`src/rtl/char_buf_arbiter.sv`:
```
// char_buf_arbiter: 256x8 character-code buffer for the text overlay.
// A free-running registered read port serves the display every cycle.
// Two writers (A, B) share one write port through a round-robin
// valid/grant handshake. A clear sequence fills the buffer with CLEAR_CHAR
// after reset and whenever clr_req is seen while idle.
// Optional build macro: CHAR_BUF_AUTOINC_EN. When it is defined, requester A
// writes through an internal {col,row} cursor and a_xy is ignored.
module char_buf_arbiter #(
  parameter int         COLS       = 16,
  parameter int         ROWS       = 16,
  parameter logic [7:0] CLEAR_CHAR = 8'h20
) (
  input  logic       clk,
  input  logic       rst,
  input  logic [7:0] rd_xy,
  output logic [7:0] rd_code,
  input  logic       a_req,
  input  logic [7:0] a_xy,
  input  logic [7:0] a_code,
  output logic       a_gnt,
  input  logic       b_req,
  input  logic [7:0] b_xy,
  input  logic [7:0] b_code,
  output logic       b_gnt,
  input  logic       clr_req,
  output logic       busy
);

  typedef enum logic {ST_CLEAR, ST_IDLE} state_t;

  localparam logic [4:0] COLS_L = 5'(COLS);
  localparam logic [4:0] ROWS_L = 5'(ROWS);

  state_t     state_q, state_d;
  logic [7:0] clr_addr_q, clr_addr_d;
  logic       rr_last_b_q, rr_last_b_d;  // 1 when B held the most recent grant
  logic [7:0] rd_code_q;
  logic [7:0] mem [256];

  logic       we;
  logic [7:0] wr_addr;
  logic [7:0] wr_data;
  logic       clr_start;
  logic [7:0] a_addr;

  // Off-screen writes still complete the handshake but leave the buffer alone.
  function automatic logic in_bounds(input logic [7:0] xy);
    return ({1'b0, xy[7:4]} < COLS_L) && ({1'b0, xy[3:0]} < ROWS_L);
  endfunction

`ifdef CHAR_BUF_AUTOINC_EN
  localparam logic [3:0] COL_MAX = 4'(COLS - 1);
  localparam logic [3:0] ROW_MAX = 4'(ROWS - 1);

  logic [3:0] cur_col_q, cur_col_d;
  logic [3:0] cur_row_q, cur_row_d;
  logic       unused_a_xy;

  assign unused_a_xy = ^a_xy;
  assign a_addr      = {cur_col_q, cur_row_q};

  // Cursor steps row-major after each granted A write and homes on a clear.
  always_comb begin
    cur_col_d = cur_col_q;
    cur_row_d = cur_row_q;
    if (clr_start) begin
      cur_col_d = '0;
      cur_row_d = '0;
    end else if (a_gnt) begin
      if (cur_col_q == COL_MAX) begin
        cur_col_d = '0;
        cur_row_d = (cur_row_q == ROW_MAX) ? 4'd0 : cur_row_q + 4'd1;
      end else begin
        cur_col_d = cur_col_q + 4'd1;
      end
    end
  end

  // Cursor register.
  always_ff @(posedge clk) begin
    if (rst) begin
      cur_col_q <= '0;
      cur_row_q <= '0;
    end else begin
      cur_col_q <= cur_col_d;
      cur_row_q <= cur_row_d;
    end
  end
`else
  assign a_addr = a_xy;
`endif

  // Clear sequencing, arbitration and write-port mux.
  always_comb begin
    state_d     = state_q;
    clr_addr_d  = clr_addr_q;
    rr_last_b_d = rr_last_b_q;
    a_gnt       = 1'b0;
    b_gnt       = 1'b0;
    busy        = 1'b0;
    clr_start   = 1'b0;
    we          = 1'b0;
    wr_addr     = clr_addr_q;
    wr_data     = CLEAR_CHAR;
    if (rst) begin
      busy = 1'b1;
    end else begin
      case (state_q)
        ST_CLEAR: begin
          busy       = 1'b1;
          we         = 1'b1;
          clr_addr_d = clr_addr_q + 8'd1;
          if (clr_addr_q == 8'hFF) state_d = ST_IDLE;
        end
        ST_IDLE: begin
          if (clr_req) begin
            // A clear request outranks any pending write this cycle.
            state_d    = ST_CLEAR;
            clr_addr_d = '0;
            clr_start  = 1'b1;
          end else if (a_req && (!b_req || rr_last_b_q)) begin
            a_gnt       = 1'b1;
            rr_last_b_d = 1'b0;
            wr_addr     = a_addr;
            wr_data     = a_code;
            we          = in_bounds(a_addr);
          end else if (b_req) begin
            b_gnt       = 1'b1;
            rr_last_b_d = 1'b1;
            wr_addr     = b_xy;
            wr_data     = b_code;
            we          = in_bounds(b_xy);
          end
        end
        default: state_d = ST_CLEAR;
      endcase
    end
  end

  // State, clear pointer and round-robin history; reset favours A first.
  always_ff @(posedge clk) begin
    if (rst) begin
      state_q     <= ST_CLEAR;
      clr_addr_q  <= '0;
      rr_last_b_q <= 1'b1;
    end else begin
      state_q     <= state_d;
      clr_addr_q  <= clr_addr_d;
      rr_last_b_q <= rr_last_b_d;
    end
  end

  // Buffer write port; contents are initialised by the clear sequence only.
  always_ff @(posedge clk) begin
    if (we) mem[wr_addr] <= wr_data;
  end

  // Display read port: registered, returns pre-write data on a collision.
  always_ff @(posedge clk) begin
    if (rst) rd_code_q <= '0;
    else     rd_code_q <= mem[rd_xy];
  end

  assign rd_code = rd_code_q;

endmodule

```
`config.mk`:
```
export PLATFORM = sky130hd
export DESIGN_NAME = char_buf_arbiter
export DESIGN_NICKNAME = d
export VERILOG_FILES = /design/src/rtl/char_buf_arbiter.sv
export SDC_FILE = /design/constraint.sdc
export NUM_CORES = 2
export LEC_CHECK = 0
export CORE_ASPECT_RATIO = 1.1
export CORE_MARGIN = 10
export CORE_UTILIZATION = 50
export CTS_BUF_LIST = sky130_fd_sc_hd__clkbuf_2 sky130_fd_sc_hd__clkbuf_4 sky130_fd_sc_hd__clkbuf_8
export DETAILED_ROUTE_END_ITERATION = 8
export GPL_TIMING_DRIVEN = 0
export PLACE_DENSITY = 0.65
export SYNTH_ARGS = -nofsm -noshare
export SYNTH_HDL_FRONTEND = slang
export SYNTH_SLANG_ARGS = --single-unit
```
`constraint.sdc`:
```
create_clock -name clk -period 6.3 [get_ports clk]
set_input_delay 1.575 -clock clk [delete_from_list [all_inputs] [get_ports clk]]
set_output_delay 1.575 -clock clk [all_outputs]
set_load 0.02 [all_outputs]
```
detail.png
Window x 289 to 319, y 96 to 126 microns. Cells in grey, sequential cells in the stronger grey; small squares are vias.
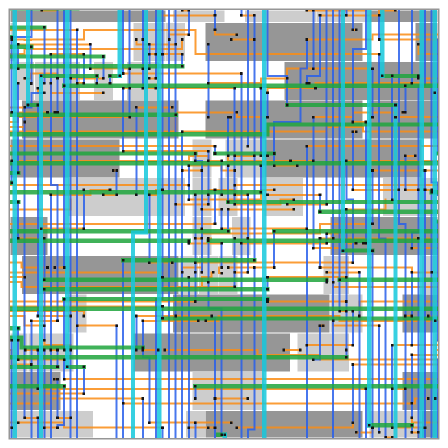
Blue is metal 2. Cyan is metal 4. Green is metal 3. Orange is metal 1.
Most frequent: edfxtp_1 (11), nand2_1 (8), nor2_1 (4). 38 logic cells have their middle in the window. Netlist names of flops here include `mem` (11). Sequential cells in the window: 11.

flops_by_reg.png
Bar = 100 microns. Other sequential cells in the stronger grey, the rest of the logic in the fainter grey.
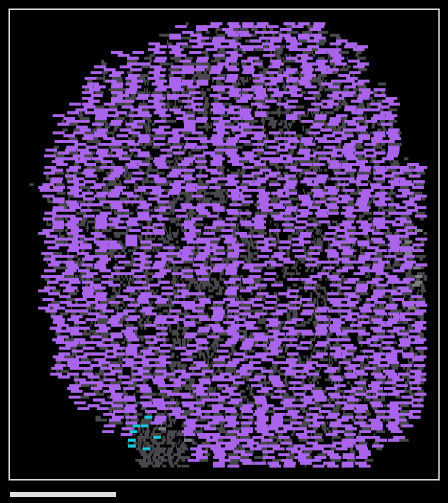
Purple is `mem`, sequential cells 2,048, where all over the die. Cyan is `clr_addr_q`, sequential cells 8.
Seq. pwr: 14.9 mW
Final Core Density: 0.5672
register area: 61,860 sq um
Seq/total area: 0.6718

clk_routes.png
Bar = 100 microns.
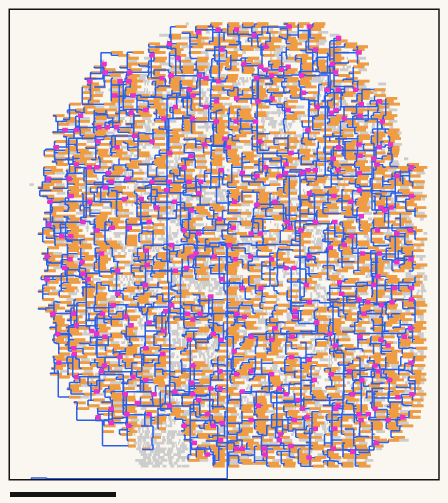
Blue is clock wires, length 25.4 mm. Magenta is clock drivers, count 336. Orange is flip-flops, count 2,066.
Position of the flops: all over the die.
Clk pwr share: 0.411
Clock Skews: 0.08182 ns
latest clock arrival within the worst-skew pair: 1.08 ns
clock-net power: 11.4 mW

clocks.png
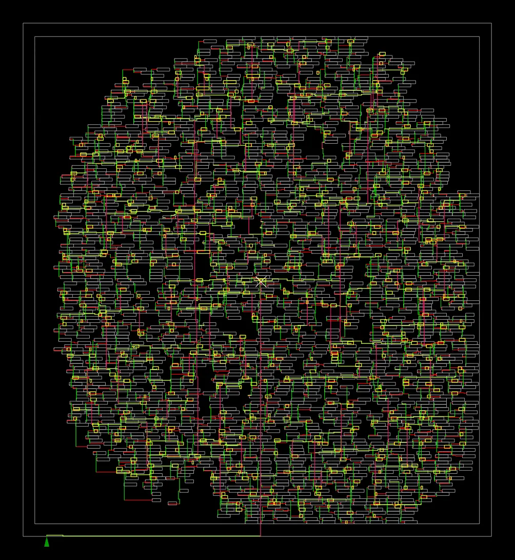
CTS sink count: 2,066
flip-flops: 2,066
clkbuf count: 458
CTS buffer count: 336

==> flow_summary.json <==
{
  "num_tap_cells": 2119,
  "num_antenna_cells": 16,
  "nonClkBufAreaFrac": 0.03597,
  "final_cell_area_sq_um": 92080,
  "clock.fmax_ghz": 0.1549,
  "logic_family": "multiplexers",
  "ir_drop_mv": 0.2381,
  "ys_types": 77,
  "yosys_area_sq_um": 81770,
  "num-nonclk-buffers": 328,
  "violations": "design-rule violations, max-capacitance violations, max-slew violations, negative setup slack",
  "mi_logic_area_sq_um": 17870,
  "power.total_mw": 27.72,
  "drv_cap": 7,
  "synth_flops": 2066,
  "port-buffer-count": 53,
  "place_hpwl_microns": 196400,
  "drc_errors": 2,
  "cts_tree": "yes",
  "chipArea_sq_um": 180100,
  "drive_gt1_frac": 0.2286,
  "drt_iter0_drc": 9336,
  "critPathSlowestCell": "clkdlybuf4s50_1",
  "ys_sh_xor": 0,
  "worstPathRequired_ns": 7.22,
  "status": "complete, but fails checks",
  "cp_top_family": "buffers and inverters",
  "grt_pass1_vias": 45180,
  "path_cells": "clkdlybuf4s50_1 > nand2b_2 > buf_2 > clkbuf_1 > clkbuf_1 > o221ai_1 > nor2_1 > o21ai_0 > nand3_1 > o22ai_1",
  "p_leak_nw": 27.28,
  "clk_path_buf_depth": 4,
  "worst_slack_ns": -0.1562,
  "finalSetupViolCount": 5,
  "worstPathArrival_ns": 7.38,
  "cp-start-kind": "input port",
  "rows": 155,
  "fp_nets": 4180,
  "dp_cells": 6334,
  "rsz0062_at_grt": "false",
  "synthCells": 4134,
  "fill_cells": 12130,
  "drv_slew": 65,
  "ys_warn_count": 0
}
## final timing paths
path,start,endpoint,slack [ns]
max,rd_xy[2],rd_code[4]$_SDFF_PP0_,-0.16
min,rr_last_b_q$_SDFFE_PP1P_,rr_last_b_q$_SDFFE_PP1P_,0.51
max reg2reg,state_q$_SDFF_PP0_,mem[143][2]$_DFFE_PP_,1.72
min reg2reg,rr_last_b_q$_SDFFE_PP1P_,rr_last_b_q$_SDFFE_PP1P_,0.51
## flip-flops by register name, summed over array words and instances, names as in the netlist
name / count
mem: 2048
clr_addr_q: 8
rd_code: 8
state_q: 1
rr_last_b_q: 1
## metal layers
layer	vias to the layer above	track usage	share of wire
met4	14	0.2182	0.081
met2	4201	0.4670	0.43
met1	24490	0.4045	0.34
met5	-	0	0.00035
li1	17970	-	-
met3	944	0.1251	0.15
Power and IR drop assume default switching activity.
